$ cat src/rtl/life_pkg.sv
// Shared sizing defaults and FSM encodings for the Game-of-Life sequencer.
// Latency and backpressure behaviour live with the modules that import this package.
package life_pkg;

    localparam int LIFE_WIDTH    = 17;
    localparam int LIFE_HEIGHT   = 17;
    localparam int LIFE_GEN_W    = 16;
    localparam int LIFE_CELL_NUM = LIFE_WIDTH * LIFE_HEIGHT;
    localparam int LIFE_ROW_W    = $clog2(LIFE_HEIGHT);
    localparam int LIFE_PTR_W    = $clog2(LIFE_CELL_NUM);

    localparam logic [2:0] ST_IDLE   = 3'd0;
    localparam logic [2:0] ST_LOAD   = 3'd1;
    localparam logic [2:0] ST_COMMIT = 3'd2;
    localparam logic [2:0] ST_SETTLE = 3'd3;
    localparam logic [2:0] ST_SCAN   = 3'd4;
    localparam logic [2:0] ST_PAUSE  = 3'd5;
    localparam logic [2:0] ST_STEP   = 3'd6;

endpackage

$ cat src/rtl/life_scan_out.sv
// Snapshot register and row-serial scan-out; first row valid the cycle after capture.
// Backpressure: row_data/row_idx hold while row_valid && !row_ready.
module life_scan_out
    import life_pkg::*;
#(
    parameter int WIDTH  = LIFE_WIDTH,
    parameter int HEIGHT = LIFE_HEIGHT,
    localparam int CELL_NUM = WIDTH * HEIGHT,
    localparam int ROW_W    = $clog2(HEIGHT)
) (
    input  logic                clock,
    input  logic                reset,
    input  logic                capture,
    input  logic [CELL_NUM-1:0] states,
    input  logic                row_ready,
    output logic [CELL_NUM-1:0] snapshot,
    output logic                row_valid,
    output logic [WIDTH-1:0]    row_data,
    output logic [ROW_W-1:0]    row_idx,
    output logic                row_last,
    output logic                last_accepted
);

    assign row_last      = (row_idx == ROW_W'(HEIGHT - 1));
    assign row_data      = snapshot[int'(row_idx) * WIDTH +: WIDTH];
    assign last_accepted = row_valid & row_ready & row_last;

    always_ff @(posedge clock or posedge reset) begin
        if (reset) begin
            snapshot  <= '0;
            row_valid <= 1'b0;
            row_idx   <= '0;
        end else if (capture) begin
            snapshot  <= states;
            row_valid <= 1'b1;
            row_idx   <= '0;
        end else if (row_valid && row_ready) begin
            // Park on row 0 once the scan completes so row_last drops with row_valid.
            if (row_last) begin
                row_valid <= 1'b0;
                row_idx   <= '0;
            end else begin
                row_idx <= row_idx + 1'b1;
            end
        end
    end

endmodule

$ cat src/rtl/life_seq_ctrl.sv
// Game-of-Life sequencer: serial pattern load, commit, then step / settle / scan until limit or still life.
// A step costs 3 cycles before its scan starts; a stalled scan (row_ready low) holds off all stepping.
module life_seq_ctrl
    import life_pkg::*;
#(
    parameter int WIDTH  = LIFE_WIDTH,
    parameter int HEIGHT = LIFE_HEIGHT,
    parameter int GEN_W  = LIFE_GEN_W,
    localparam int CELL_NUM = WIDTH * HEIGHT,
    localparam int ROW_W    = $clog2(HEIGHT),
    localparam int PTR_W    = $clog2(CELL_NUM)
) (
    input  logic                clock,
    input  logic                reset,
    input  logic                ld_valid,
    input  logic                ld_data,
    output logic                ld_ready,
    input  logic                run,
    input  logic [GEN_W-1:0]    gens,
    input  logic [CELL_NUM-1:0] states,
    output logic                arr_load,
    output logic [CELL_NUM-1:0] arr_init,
    output logic                arr_step,
    output logic                row_valid,
    input  logic                row_ready,
    output logic [WIDTH-1:0]    row_data,
    output logic [ROW_W-1:0]    row_idx,
    output logic                row_last,
    output logic [GEN_W-1:0]    gen_count,
    output logic                done,
    output logic                stable
);

    logic [2:0]          state, state_nxt;
    logic [PTR_W-1:0]    ptr;
    logic                stepped;
    logic                capture;
    logic                accept;
    logic                last_bit;
    logic                last_accepted;
    logic [CELL_NUM-1:0] snapshot;

    assign accept   = ld_valid & ld_ready;
    assign last_bit = (ptr == PTR_W'(CELL_NUM - 1));
    assign arr_load = (state == ST_COMMIT);
    assign arr_step = (state == ST_STEP);
    // Follows live gens so a limit change takes effect at the next pause decision.
    assign done     = stable | ((gens != '0) && (gen_count >= gens));

    always_comb begin
        state_nxt = state;
        capture   = 1'b0;
        case (state)
            ST_IDLE, ST_PAUSE: begin
                if (accept)
                    state_nxt = ST_LOAD;
                else if (state == ST_PAUSE && run && !done && !ld_valid)
                    state_nxt = ST_STEP;
            end
            ST_LOAD:   if (accept && last_bit) state_nxt = ST_COMMIT;
            ST_COMMIT: state_nxt = ST_SETTLE;
            ST_STEP:   state_nxt = ST_SETTLE;
            ST_SETTLE: begin
                capture   = 1'b1;
                state_nxt = ST_SCAN;
            end
            ST_SCAN:   if (last_accepted) state_nxt = ST_PAUSE;
            default:   state_nxt = ST_IDLE;
        endcase
    end

    always_ff @(posedge clock or posedge reset) begin
        if (reset) begin
            state     <= ST_IDLE;
            ld_ready  <= 1'b0;
            ptr       <= '0;
            arr_init  <= '0;
            gen_count <= '0;
            stable    <= 1'b0;
            stepped   <= 1'b0;
        end else begin
            state    <= state_nxt;
            ld_ready <= (state_nxt == ST_IDLE) || (state_nxt == ST_LOAD) || (state_nxt == ST_PAUSE);
            if (accept) begin
                arr_init[ptr] <= ld_data;
                ptr           <= last_bit ? '0 : ptr + 1'b1;
            end
            // Clear status on entry to COMMIT so done is already low while arr_load is high.
            if (state == ST_LOAD && accept && last_bit) begin
                gen_count <= '0;
                stable    <= 1'b0;
            end
            if (state == ST_COMMIT)
                stepped <= 1'b0;
            if (state == ST_STEP) begin
                stepped <= 1'b1;
                if (gen_count != '1)
                    gen_count <= gen_count + 1'b1;
            end
            if (state == ST_SETTLE && stepped)
                stable <= (states == snapshot);
        end
    end

    life_scan_out #(
        .WIDTH  (WIDTH),
        .HEIGHT (HEIGHT)
    ) u_scan (
        .clock         (clock),
        .reset         (reset),
        .capture       (capture),
        .states        (states),
        .row_ready     (row_ready),
        .snapshot      (snapshot),
        .row_valid     (row_valid),
        .row_data      (row_data),
        .row_idx       (row_idx),
        .row_last      (row_last),
        .last_accepted (last_accepted)
    );

endmodule

$ cat config.mk
export PLATFORM = sky130hd
export DESIGN_NAME = life_seq_ctrl
export DESIGN_NICKNAME = d
export VERILOG_FILES = /design/src/rtl/life_pkg.sv /design/src/rtl/life_scan_out.sv /design/src/rtl/life_seq_ctrl.sv
export SDC_FILE = /design/constraint.sdc
export NUM_CORES = 2
export LEC_CHECK = 0
export ABC_AREA = 1
export CAP_MARGIN = 15
export CORE_UTILIZATION = 35
export DETAILED_ROUTE_END_ITERATION = 10
export HOLD_SLACK_MARGIN = 0.06
export SLEW_MARGIN = 0
export SYNTH_ARGS = -nofsm -noshare
export SYNTH_HDL_FRONTEND = slang
export SYNTH_SLANG_ARGS = --single-unit
$ cat constraint.sdc
create_clock -name clock -period 35.5 [get_ports clock]
set_clock_uncertainty 0.2 [all_clocks]
set_input_delay 3.55 -clock clock [delete_from_list [all_inputs] [get_ports clock]]
set_output_delay 3.55 -clock clock [all_outputs]
set_load 0.03 [all_outputs]
==> run notes <==
Entry: Yosys synthesis followed by OpenROAD place and route.

Synth:
- The run gives the count of cell types in the netlist as 43.
- The run gives the gate count of the mapped netlist as 3823.
- Looking at area per cell type in the netlist, the leader is sky130_fd_sc_hd__dfrtp_1.
- The run puts the mux share of post-synthesis cell area at 5.50%.
- The synthesized netlist occupies a cell area of 31700 um2.
- Among all flip-flop cells after synthesis, the most frequent one is sky130_fd_sc_hd__dfrtp_1.
- Sorting the synthesized cells by area gives the leading types as sky130_fd_sc_hd__dfrtp_1, sky130_fd_sc_hd__nand2_1, sky130_fd_sc_hd__mux2i_1.
- The run gives the post-synthesis sequential area ratio as 48.5%.
- After Yosys synthesis, and, or, nand and nor cells account for 19.1% of the synthesized area.
- The run gives the post-synthesis average cell area as 8.29 um2.
- After Yosys synthesis, XOR and XNOR cells account for 6.38% of the synthesized area.
- The run puts the fraction of registers with async set or reset after synthesis at 100%.
- The run puts the compound-gate portion of the synthesized area at 11.6%.
- Grouping non-sequential cells by family puts the most area in simple AND/OR/NAND/NOR gates.

Power:
- The run gives the switching power total as 1260 uW.
- The run puts the total power of the final layout at 3010 uW.
- The flow reports that combinational logic draws 38.8% of the design power.
- The internal power of the cells totals 1750 uW.
- The run gives the static leakage as 0.0208 uW.
- The run puts the maximum vdd ir drop at 0.0000403 V.
- Net switching is 42.0% of the power.
- The run gives the sequential share of power as 36.0%.
- The run puts the power of the sequential group at 1080 uW.
- The run puts the power of the combinational group at 1170 uW.

Status:
- The flow ran to the end, but the final reports show violations.
- The final reports fail on DRC.

Worst setup path:
- The slowest stage of the critical path is the sky130_fd_sc_hd__nor4_1 cell.
- The run puts the biggest fanout along the worst timing path at 2.
- The run gives the sort of element at the end of the critical path as a primary output.
- The run puts the biggest cell delay along the critical path at 0.91 ns.
- The setup path with the least slack is of type input port to primary output.
- The script reports the combined buffer and inverter count of the critical path as 2.
- Grouping stages by cell kind, the critical path spends the most delay in simple AND/OR/NAND/NOR gates.

Drt:
- The run gives the detailed-routing iteration count for the pre-antenna-repair pass as 10.
- The run puts the detailed-route wire length per cell at 21.9 um.
- The run puts the residual DRC count at 2.
- The run gives the remaining antenna violation count as 0.
- The detailed router reported a total wirelength of 123000 um.
- Per the detail_route report, the via count comes to 28123.

Clocking:
- The run gives the maximum buffer depth of the clock tree as 3.
- The run puts the count of H-tree levels built during CTS at 3.
- Looking at the post-CTS report, the setup buffer insertion count equals 0.
- Clock-pin slew was measured on the worst setup and hold paths at 0.06 ns.
- TritonCTS built the clock tree.

Hold path:
- The tightest min-delay check is of the flop to flop type.

Die:
- The run gives the width of the die as 303 um.
- The run puts the die footprint at 91800 um2.
- The run gives the row count as 110.
- The run puts the area of the core region at 89900 um2.
- The run puts the core utilization before placement at 35.3%.

STA:
- The run gives the number of failing setup endpoints in the final timing report as 0.
- The run puts the worst slew margin relative to its limit at 18.9%.
- Dividing the final minimum period by the clock period gives 27.0%.
- Setup repair after global routing left no endpoint under its margin.
- The run gives the maximum frequency from static timing analysis as 104 MHz.
- The run puts the measured slew at the worst slew-check pin at 1.22 ns.
- The run puts the total negative slack for setup checks at 0 ns.

GRT:
- After global routing the overflow that remains totals 0.
- The run gives the wire length of the first global-routing pass as 177000 um.

Finish:
- The finished design was reported to have a net count of 4706.
- Leaving out fill and tap cells, the most frequent cells in the layout are sky130_fd_sc_hd__nand2_1, sky130_fd_sc_hd__clkdlybuf4s50_1, sky130_fd_sc_hd__dfrtp_1, sky130_fd_sc_hd__inv_1, sky130_fd_sc_hd__o21ai_0.
- The most common logic cell in the final layout is sky130_fd_sc_hd__nand2_1.
- The run puts the post-route cell area at 41500 um2.
- The run gives the layout overhead on the synthesized area as 31.0%.

Placement:
- The run gives the final weighted congestion in routability-driven placement as 0.920.
- Once detailed placement completed, the half-perimeter wirelength came to 88400 um.

Job:
- The number of maximum-capacitance violations recorded for the run is 0.
flip-flops by register name, indices dropped and copies added (netlist names):
name	count
arr_init	289
gen_count	16
ld_ready	1
u_scan.row_idx	5
ptr	9
u_scan.snapshot	289
stepped	1
stable	1
state	3
u_scan.row_valid	1
final timing paths:
check / startpoint / cells after the start / slack [ns] / endpoint
worst max register to register: state[1]$_DFF_PP0_ / 6 / 31.71 / u_scan.snapshot[18]$_DFFE_PP0P_
worst min-delay path: arr_init[144]$_DFFE_PP0P_ / 2 / 0.27 / arr_init[144]$_DFFE_PP0P_
worst max-delay path: gens[0] / 6 / 25.90 / done
worst min register to register: arr_init[144]$_DFFE_PP0P_ / 2 / 0.27 / arr_init[144]$_DFFE_PP0P_
max in group asynchronous: reset / 4 / 29.38 / u_scan.snapshot[136]$_DFFE_PP0P_
min in group asynchronous: reset / 2 / 3.29 / arr_init[151]$_DFFE_PP0P_
final cells by class:
| type | count | area [um2] |
|---|---|---|
| antenna | 5 | 12.5 |
| fill | 8723 | 48400 |
| multi-input combinational | 2574 | 13900 |
| clock inverter | 23 | 265 |
| timing repair buffer | 689 | 6800 |
| clock buffer | 104 | 2130 |
| inverter | 419 | 1580 |
| tap | 1176 | 1470 |
| sequential | 615 | 15400 |
layer usage:
metal,vias up,routed length (um),global-route usage [%]
met4,8,5630,12.0
met5,-,60,0
met2,1053,56400,40.6
met1,13450,50600,34.5
met3,224,9910,5.79
li1,13388,-,-
metrics by stage:
stage / worst slack (ns) / hold WS (ns)
2_1_floorplan: 14.53 / 0.278
3_3_place_gp: 25.80 / 0.256
3_5_place_dp: 25.82 / 0.264
4_1_cts: 25.81 / 0.276
5_1_grt: 25.74 / 0.292
6_report: 25.90 / 0.273
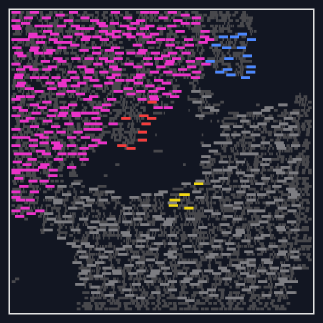
(images/flops_by_reg.png)
Drawn at 1 px/um. Other sequential cells in the stronger gray, the rest of the logic in the fainter gray.
[red] ptr | sequential cells: 9
[yellow] u_scan.row_idx | sequential cells: 5
[magenta] arr_init | sequential cells: 289
[blue] gen_count | sequential cells: 16 | where: top right

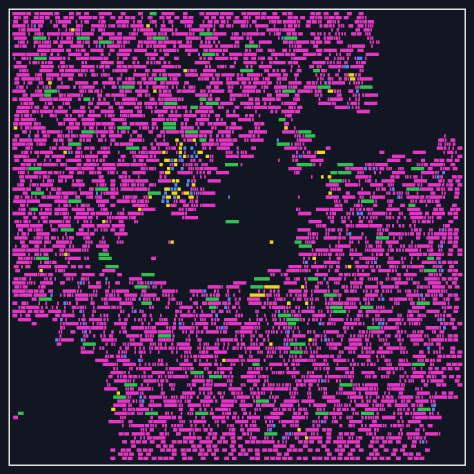
(images/sizes.png)
Drawn at 1.5 px/um.
[magenta] _0 and _1 cells | cells: 4163 | share: 94%
[yellow] _3 and _4 cells | cells: 62 | share: 1.4%
[blue] _2 cells | cells: 99 | share: 2.2%
[green] _6 and larger | cells: 100 | share: 2.3%

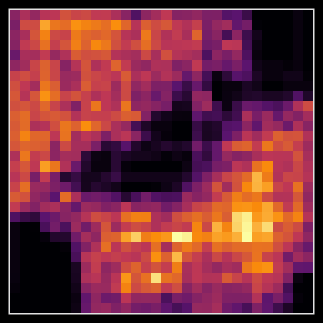
(images/metal_density.png)
Drawn at 1 px/um. 30 x 30 tiles, from black (low) to pale yellow (high), scaled to the fullest tile. Values are wire area over tile area, all layers added.
emptiest ninth of the die: top right
tiles over half the peak: 35%
nearly empty tiles: 11%

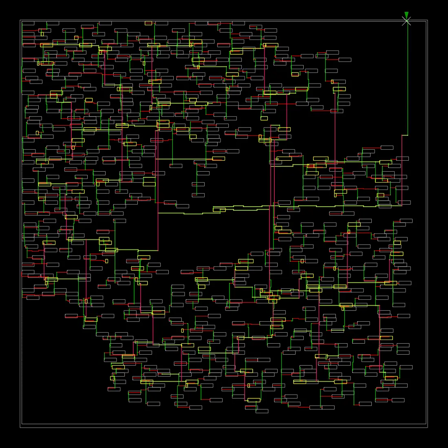
(images/clocks.png)
total CTS buffers: 73
CTS Sinks: 615

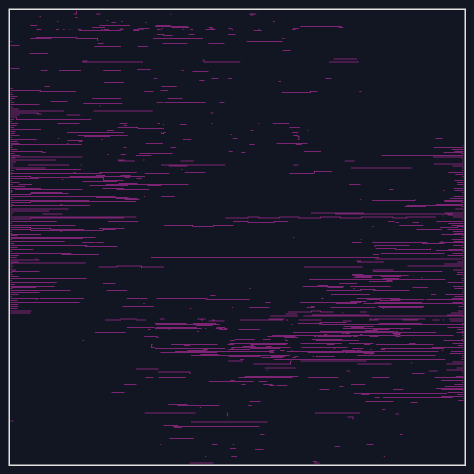
(images/layer_met3.png)
Drawn at 1.5 px/um.
wire length on this layer: 9910 um
main direction: horizontal
longest straight run: 152 um
share of all routed wire: 8.1%
nets with wire on the layer: 500

Power figures rest on the tool's default switching activity, not on a simulated workload.
